### src/rtl/dm_arbiter.sv
// dm_arbiter: shares a single-port data memory between port 0 (CPU MEM stage)
// and port 1 (DMA/debug loader). It grants at most one access per cycle and
// returns a registered response one cycle after the grant.
// Optional build macro: DM_ARB_CPU_PRIO_EN gives port 0 fixed priority, with a
// starvation counter that forces a port 1 grant after STARVE_MAX waiting cycles.
module dm_arbiter #(
    parameter int unsigned DM_WORDS   = 4096,
    parameter int unsigned STARVE_MAX = 8
) (
    input  logic        i_clk,
    input  logic        i_reset,
    input  logic        i_req0,
    input  logic        i_we0,
    input  logic [31:0] i_addr0,
    input  logic [31:0] i_wdata0,
    output logic        o_gnt0,
    output logic        o_resp0,
    output logic [31:0] o_rdata0,
    output logic        o_err0,
    input  logic        i_req1,
    input  logic        i_we1,
    input  logic [31:0] i_addr1,
    input  logic [31:0] i_wdata1,
    output logic        o_gnt1,
    output logic        o_resp1,
    output logic [31:0] o_rdata1,
    output logic        o_err1,
    output logic        o_mem_write,
    output logic [31:0] o_mem_addr,
    output logic [31:0] o_write_data,
    input  logic [31:0] i_read_data
);

    // First byte address past the end of memory; 33 bits so it cannot overflow
    localparam logic [32:0] LP_ADDR_LIMIT = 33'(DM_WORDS) * 33'd4;

    logic        w_err0;
    logic        w_err1;
    logic        w_gnt0;
    logic        w_gnt1;
    logic        w_sel_we;
    logic        w_sel_err;

    logic        r_resp0;
    logic        r_resp1;
    logic [31:0] r_rdata0;
    logic [31:0] r_rdata1;
    logic        r_err0;
    logic        r_err1;

    // Misaligned or out-of-range addresses are granted but never write memory
    assign w_err0 = (i_addr0[1:0] != 2'b00) || ({1'b0, i_addr0} >= LP_ADDR_LIMIT);
    assign w_err1 = (i_addr1[1:0] != 2'b00) || ({1'b0, i_addr1} >= LP_ADDR_LIMIT);

`ifdef DM_ARB_CPU_PRIO_EN
    localparam int unsigned LP_CW = $clog2(STARVE_MAX + 1);

    logic [LP_CW-1:0] r_starve;
    logic             w_starved;

    assign w_starved = (r_starve >= LP_CW'(STARVE_MAX));

    // Fixed priority to port 0 unless port 1 has waited STARVE_MAX cycles
    always_comb begin
        w_gnt0 = 1'b0;
        w_gnt1 = 1'b0;
        if (!i_reset) begin
            if (i_req1 && w_starved) begin
                w_gnt1 = 1'b1;
            end else if (i_req0) begin
                w_gnt0 = 1'b1;
            end else if (i_req1) begin
                w_gnt1 = 1'b1;
            end
        end
    end

    // Starvation counter: counts cycles port 1 waits, cleared by its grant
    always_ff @(posedge i_clk) begin
        if (i_reset) begin
            r_starve <= '0;
        end else if (w_gnt1) begin
            r_starve <= '0;
        end else if (i_req1 && !w_starved) begin
            r_starve <= r_starve + 1'b1;
        end
    end
`else
    logic r_last_grant;

    // Round-robin: on conflict the port that did not win last time goes next
    always_comb begin
        w_gnt0 = 1'b0;
        w_gnt1 = 1'b0;
        if (!i_reset) begin
            if (i_req0 && i_req1) begin
                w_gnt0 = r_last_grant;
                w_gnt1 = !r_last_grant;
            end else begin
                w_gnt0 = i_req0;
                w_gnt1 = i_req1;
            end
        end
    end

    // Last-grant register; reset to 1 so port 0 wins the first conflict
    always_ff @(posedge i_clk) begin
        if (i_reset) begin
            r_last_grant <= 1'b1;
        end else if (w_gnt0) begin
            r_last_grant <= 1'b0;
        end else if (w_gnt1) begin
            r_last_grant <= 1'b1;
        end
    end
`endif

    // Memory-side mux: follows port 1 only when it is granted
    always_comb begin
        o_mem_addr   = w_gnt1 ? i_addr1 : i_addr0;
        o_write_data = w_gnt1 ? i_wdata1 : i_wdata0;
        w_sel_we     = w_gnt1 ? i_we1 : i_we0;
        w_sel_err    = w_gnt1 ? w_err1 : w_err0;
        o_mem_write  = (w_gnt0 || w_gnt1) && w_sel_we && !w_sel_err;
    end

    // Response registers: one-cycle pulse to the port granted last cycle
    always_ff @(posedge i_clk) begin
        if (i_reset) begin
            r_resp0  <= 1'b0;
            r_resp1  <= 1'b0;
            r_rdata0 <= '0;
            r_rdata1 <= '0;
            r_err0   <= 1'b0;
            r_err1   <= 1'b0;
        end else begin
            r_resp0 <= w_gnt0;
            r_resp1 <= w_gnt1;
            if (w_gnt0) begin
                r_rdata0 <= (!i_we0 && !w_err0) ? i_read_data : 32'd0;
                r_err0   <= w_err0;
            end
            if (w_gnt1) begin
                r_rdata1 <= (!i_we1 && !w_err1) ? i_read_data : 32'd0;
                r_err1   <= w_err1;
            end
        end
    end

    assign o_gnt0   = w_gnt0;
    assign o_gnt1   = w_gnt1;
    assign o_resp0  = r_resp0;
    assign o_resp1  = r_resp1;
    assign o_rdata0 = r_rdata0;
    assign o_rdata1 = r_rdata1;
    assign o_err0   = r_err0;
    assign o_err1   = r_err1;

endmodule

### config.mk
export PLATFORM = sky130hd
export DESIGN_NAME = dm_arbiter
export DESIGN_NICKNAME = d
export VERILOG_FILES = /design/src/rtl/dm_arbiter.sv
export SDC_FILE = /design/constraint.sdc
export NUM_CORES = 1
export LEC_CHECK = 0
export ABC_AREA = 1
export CELL_PAD_IN_SITES_DETAIL_PLACEMENT = 1
export CELL_PAD_IN_SITES_GLOBAL_PLACEMENT = 2
export CORE_UTILIZATION = 16
export CTS_CLUSTER_SIZE = 20
export DETAILED_ROUTE_END_ITERATION = 7
export PLACE_DENSITY = 0.86
export SYNTH_ARGS = -nofsm -noshare
export SYNTH_HDL_FRONTEND = slang
export SYNTH_SLANG_ARGS = --single-unit
### constraint.sdc
create_clock -name i_clk -period 2.2 [get_ports i_clk]
set_input_delay 0.55 -clock i_clk [delete_from_list [all_inputs] [get_ports i_clk]]
set_output_delay 0.55 -clock i_clk [all_outputs]
set_load 0.03 [all_outputs]
**Clock network drawn from the DEF**

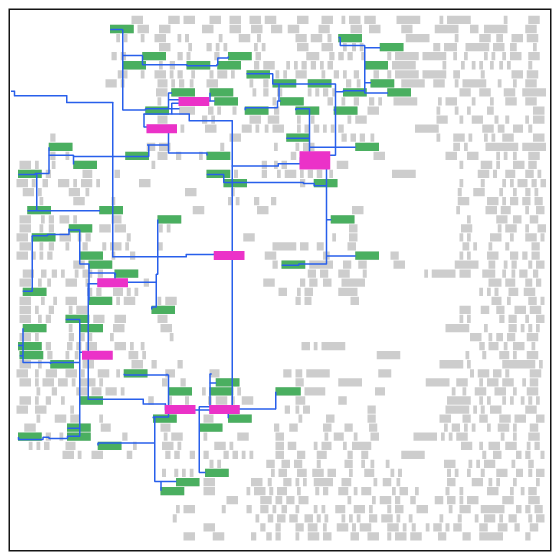
- clock wires: blue (length 1170 µm)
- clock-net drivers: magenta (count 9)
- flip-flops: green (count 69)
- routed clock nets: 10
post-route clock skew: 0.00986 ns
clock power share: 36.0%
total clock network power: 1.41 mW

**Cell outlines without signal wires**

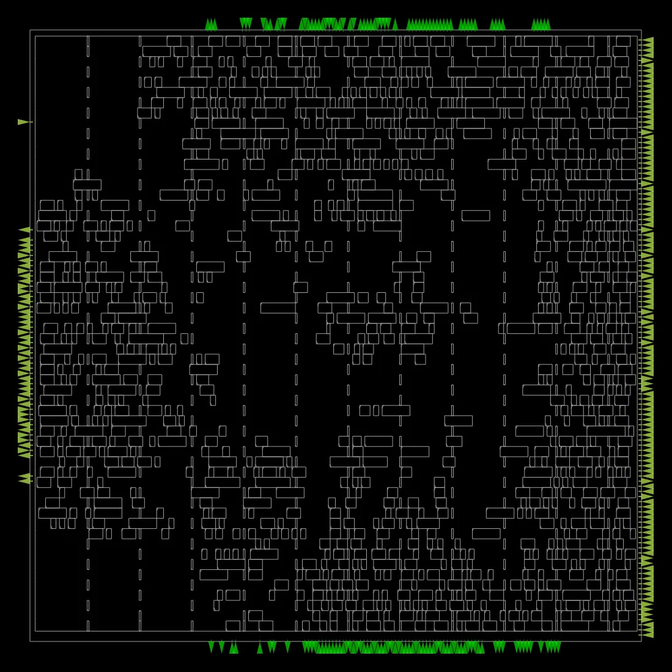
Core Area: 25200 µm²
Rows: 58
sequential cell area share: 16.6%

==> worst paths after layout <==
check                     from      endpoint  cells past startpoint
setup / recovery   i_addr0[25]   o_mem_write                      7
hold / removal     o_rdata1[3]   o_rdata1[3]                      2
setup reg to reg  r_last_grant  o_rdata1[30]                     11
hold reg to reg    o_rdata1[3]   o_rdata1[3]                      2
==> state kept, by name, summed over array words and instances (netlist names) <==
register	cells
o_rdata1	32
o_rdata0	32
o_err0	1
o_err1	1
o_resp1	1
o_resp0	1
r_last_grant	1
==> power by group through the flow <==
stage          Combinational, mW  Clock (mW)  Sequential (mW)
6_report                    1.25        1.41             1.26
5_1_grt                     1.33        1.52             1.26
4_1_cts                     1.26        1.46             1.26
3_5_place_dp                1.22           0             1.29
3_3_place_gp                1.22           0             1.29
2_1_floorplan              0.458           0             1.30
==> cell families after synthesis <==
| kind of cell | count (synthesis) |
|---|---|
| buf+inv | 111 |
| compound gates | 54 |
| simple gates | 419 |
| flops | 69 |
==> cells in the final DEF (no fill, tap or decap), drive strengths merged <==
| cell type | synthesis | final |
|---|---|---|
| dfxtp | 69 | 69 |
| nand3 | 66 | 66 |
| dlygate4sd2 | 0 | 20 |
| nor2 | 44 | 44 |
| a21oi | 34 | 34 |
| clkinvlp | 0 | 1 |
| buf | 26 | 143 |
| nor3 | 35 | 35 |
| inv | 64 | 64 |
| clkbuf | 21 | 17 |
| clkdlybuf4s15 | 0 | 6 |
| o21ai | 18 | 18 |
| a21boi | 1 | 1 |
| diode | 0 | 1 |
| nand2 | 269 | 269 |
| clkdlybuf4s50 | 0 | 190 |
| nand4 | 5 | 5 |
| a22oi | 1 | 1 |
| clkinv | 0 | 4 |
==> per-layer routing <==
layer	vias up	part of all wire, %
met2	198	50
met1	2492	40
li1	2693	-
met5	-	0.058
met3	19	9.0
met4	2	1.8
==> run notes <==
Status on the layout run. Number of design-rule violations left by the first detailed-router iteration landed at between 200 and 250. Per the OpenROAD power report, leakage power amounts to about 3.8 nW. Of the total synthesized cell area, the portion taken by AND-OR and OR-AND cells is ~8.6%. Worst slew margin relative to its limit landed at between 40 and 50%. Setup total negative slack on the finished layout was measured at 0 ns.

STA reports the tightest min-delay check as being of type flop to flop. Instance tally after logic synthesis landed at about 650. Registers are responsible for 32.1% of the overall power.

Final-layout worst hold slack landed at roughly 0.45 ns. According to the cell report, flip-flops and latches in the layout number between 60 and 70. Switching power landed at approximately 1.2 mW.

Multi-input gate share of the layout cell area landed at between 20% and 30%. The final critical path takes up a little over nine tenths of the cycle. Maximum buffer depth of the clock tree landed at 2.

In the synthesized netlist the dominant register cell turns out to be sky130_fd_sc_hd__dfxtp_1. Per the synthesis report, the XOR/XNOR share of the synthesized area is 0%. Data arrival time of the critical path landed at about 1.6 ns. Per the Yosys statistics, synthesis produced 653 cells. After Yosys synthesis, full adders, half adders and majority gates account for 0% of the synthesized area. In the post-synthesis netlist, the biggest area contributors are sky130_fd_sc_hd__dfxtp_1 (34%), sky130_fd_sc_hd__nand2_1 (25%), sky130_fd_sc_hd__inv_1 (5.6%). Detailed placement reports a standard cell area of around 7800 µm². For this design the top-level I/O count stands at around 300. Among all stages on the critical path, the largest delay is contributed by sky130_fd_sc_hd__dlygate4sd2_1. The setup path with the least slack is of type primary input to primary output. After detailed routing, the number of vias per cell comes to 4.10. Grouping stages by cell kind, the critical path spends the most delay in simple AND/OR/NAND/NOR gates. The CTS log lists the clock sinks for this run as between 60 and 70. For the pin with the worst max-slew slack, the measured transition is about 0.87 ns. Final antenna-violating net count landed at 0. The cell-mix breakdown from Yosys lists the simple-gate area share as 45.4%. After the flow finishes, the layout carries non-filler instances totaling between 1k and 1.5k. For the worst setup path, the data required time is 1.65 ns. The largest total area in the synthesized netlist belongs to sky130_fd_sc_hd__dfxtp_1. Summed instance area of the synthesized netlist landed at just over 4000 µm².

Setup repair after global routing could not meet its margin everywhere. The synthesized design contains 69 register bits. STA classifies the critical path endpoint as a primary output. The buffer_ports step reported a buffer count of approximately 300. Per the CTS log, the root buffer master is sky130_fd_sc_hd__clkbuf_16. Via total after detailed routing landed at roughly 5.4k. Number of logic gates landed at 473. The global router reports that the layer with the highest usage is met2.

Number of antenna violations at the first check in global routing landed at 2. Global routing consumed, on the met1 layer, 18.7% of the routing resources. The class occupying the most area after layout is reported as non-clock buffers. Counting pins that exceed their max-slew limit in the final report gives 0.

Traced cell by cell, the critical path runs through dlygate4sd2_1 -> nor2_1 -> nand2_1 -> nor3_4 -> nand4_1 -> nand2_2 -> buf_6. Internal power comes to roughly 2.7 mW. TritonCTS built the clock tree. Remaining routing DRC violations landed at 0. At the placement stage, the worst setup path has a slack of -0.460 ns. Number of placed instances with taps included landed at ~1.3k. Yosys mapped a number of flops with a built-in enable equal to 0. Time the final worst path needs with I/O delays and setup landed at approximately 2.2 ns. The die is roughly 160 µm tall. Final wirelength landed at ~22 mm. Global routing used between 15 and 20% of the available tracks across all layers. The final timing report lists a hold violation count of 0. The number of antenna diodes in the final layout is 1.

Global routing consumed, on the met3 layer, ~5.5% of the routing resources. For reference, the top cells by count after synthesis are sky130_fd_sc_hd__nand2_1 (268), sky130_fd_sc_hd__dfxtp_1 (69), sky130_fd_sc_hd__inv_1 (61). The worst register-to-register path has a setup slack of 0.24 ns.

Yosys shows that the main logic family after synthesis is simple AND/OR/NAND/NOR gates. Yosys reports the multiplexer fraction of the synthesized area as 0%. Inserted tap cell count landed at approximately 330. Footprint of the multi-input gates landed at approximately 2300 µm². Horizontal extent of the die landed at 162 µm. Setup violation total in the final timing report landed at 0. STA classifies the critical path startpoint as a primary input.

Final weighted congestion of routability-driven global placement landed at approximately 0.76. The via count of the first global-routing pass came to ~5.6k. Post-synthesis sequential area ratio landed at roughly 34%. The final timing report gives a worst setup slack of around 0.045 ns. The most frequently used library cell after synthesis is sky130_fd_sc_hd__nand2_1. Once the clock tree was built, the setup fixing pass inserted 27 buffers.

Combinational fraction of design power landed at 31.9%. Met2 layer usage reported by global route landed at 30.5%. Initial standard-cell utilization of the core landed at between 10% and 20%.

Synthesized chip area reported by yosys landed at a little over 4000 µm². The script logs the mean routed wire length per placed instance as 17.0 µm. Layout inverter count without the clock tree landed at ~64.

Measured on the final layout, the clock distribution area share stands at between 3 and 4%. Max-cap check violation count landed at 0. Highest attainable clock frequency landed at 464 MHz.

Number of buffer and inverter stages on the critical path landed at 2. Number of nets in the finished design landed at around 1.1k. Count of H-tree levels built during CTS landed at 3.

Leftover overflow at the end of global routing landed at 0. Non-clock buffer count in the final layout landed at 365. The post-route utilization of the core is recorded as between 30% and 40%.

The first global-routing pass estimated about 33 mm of wire. In the final layout, non-clock buffers account for between 40% and 50% of the cell area. Clock latency of the later-clocked register in the worst-skew pair landed at 0.34 ns. Per the post-CTS timing run, clock transition at the registers of the reported paths is approximately 0.060 ns. Critical-path maximum fanout landed at 2.

The area growth from synthesis to layout is 103%. The number of gates resized after CTS was between 100 and 150. Fraction of synthesis flops using an asynchronous set or reset pin landed at 0%. Total die size landed at 26300 µm². In this design, the stage delay of the slowest critical-path cell is between 0.2 and 0.3 ns. Fraction of post-synthesis cell area in the top cell type by area landed at 33.7%. The flow reported a cell area power density of between 400 and 500 nW/µm². Number of OpenROAD warnings landed at 29.

Registers take approximately 1400 µm². Peak supply drop landed at roughly 350 µV. Total iterations of the first detailed-routing run landed at 4. Half-perimeter wire length after placement landed at around 16 mm. Ratio of cells with drive above 1 in the final layout landed at about 25%.

Total power of the final layout landed at between 3 and 4 mW. The filler cells instantiated in the layout total about 3.1k. Fraction of power spent switching nets landed at 31.0%. The synthesis report lists the Yosys warning total as 0. When the netlist entered floorplanning its net count stood at between 800 and 900.

Counting distinct cell types in the post-synthesis netlist gives 22. Final instance area landed at 8320 µm². Number of buffers added to fix hold violations after cts landed at 0. Maximum number of pins on one net before global-route repair landed at roughly 66. The run finished with clean final reports. Count of clock buffers in the final design landed at 11. Clock tree synthesis inserted a total of 9 buffers. Average cell area after synthesis landed at 6.28 µm².
Power is estimated from default activity; no workload was simulated.
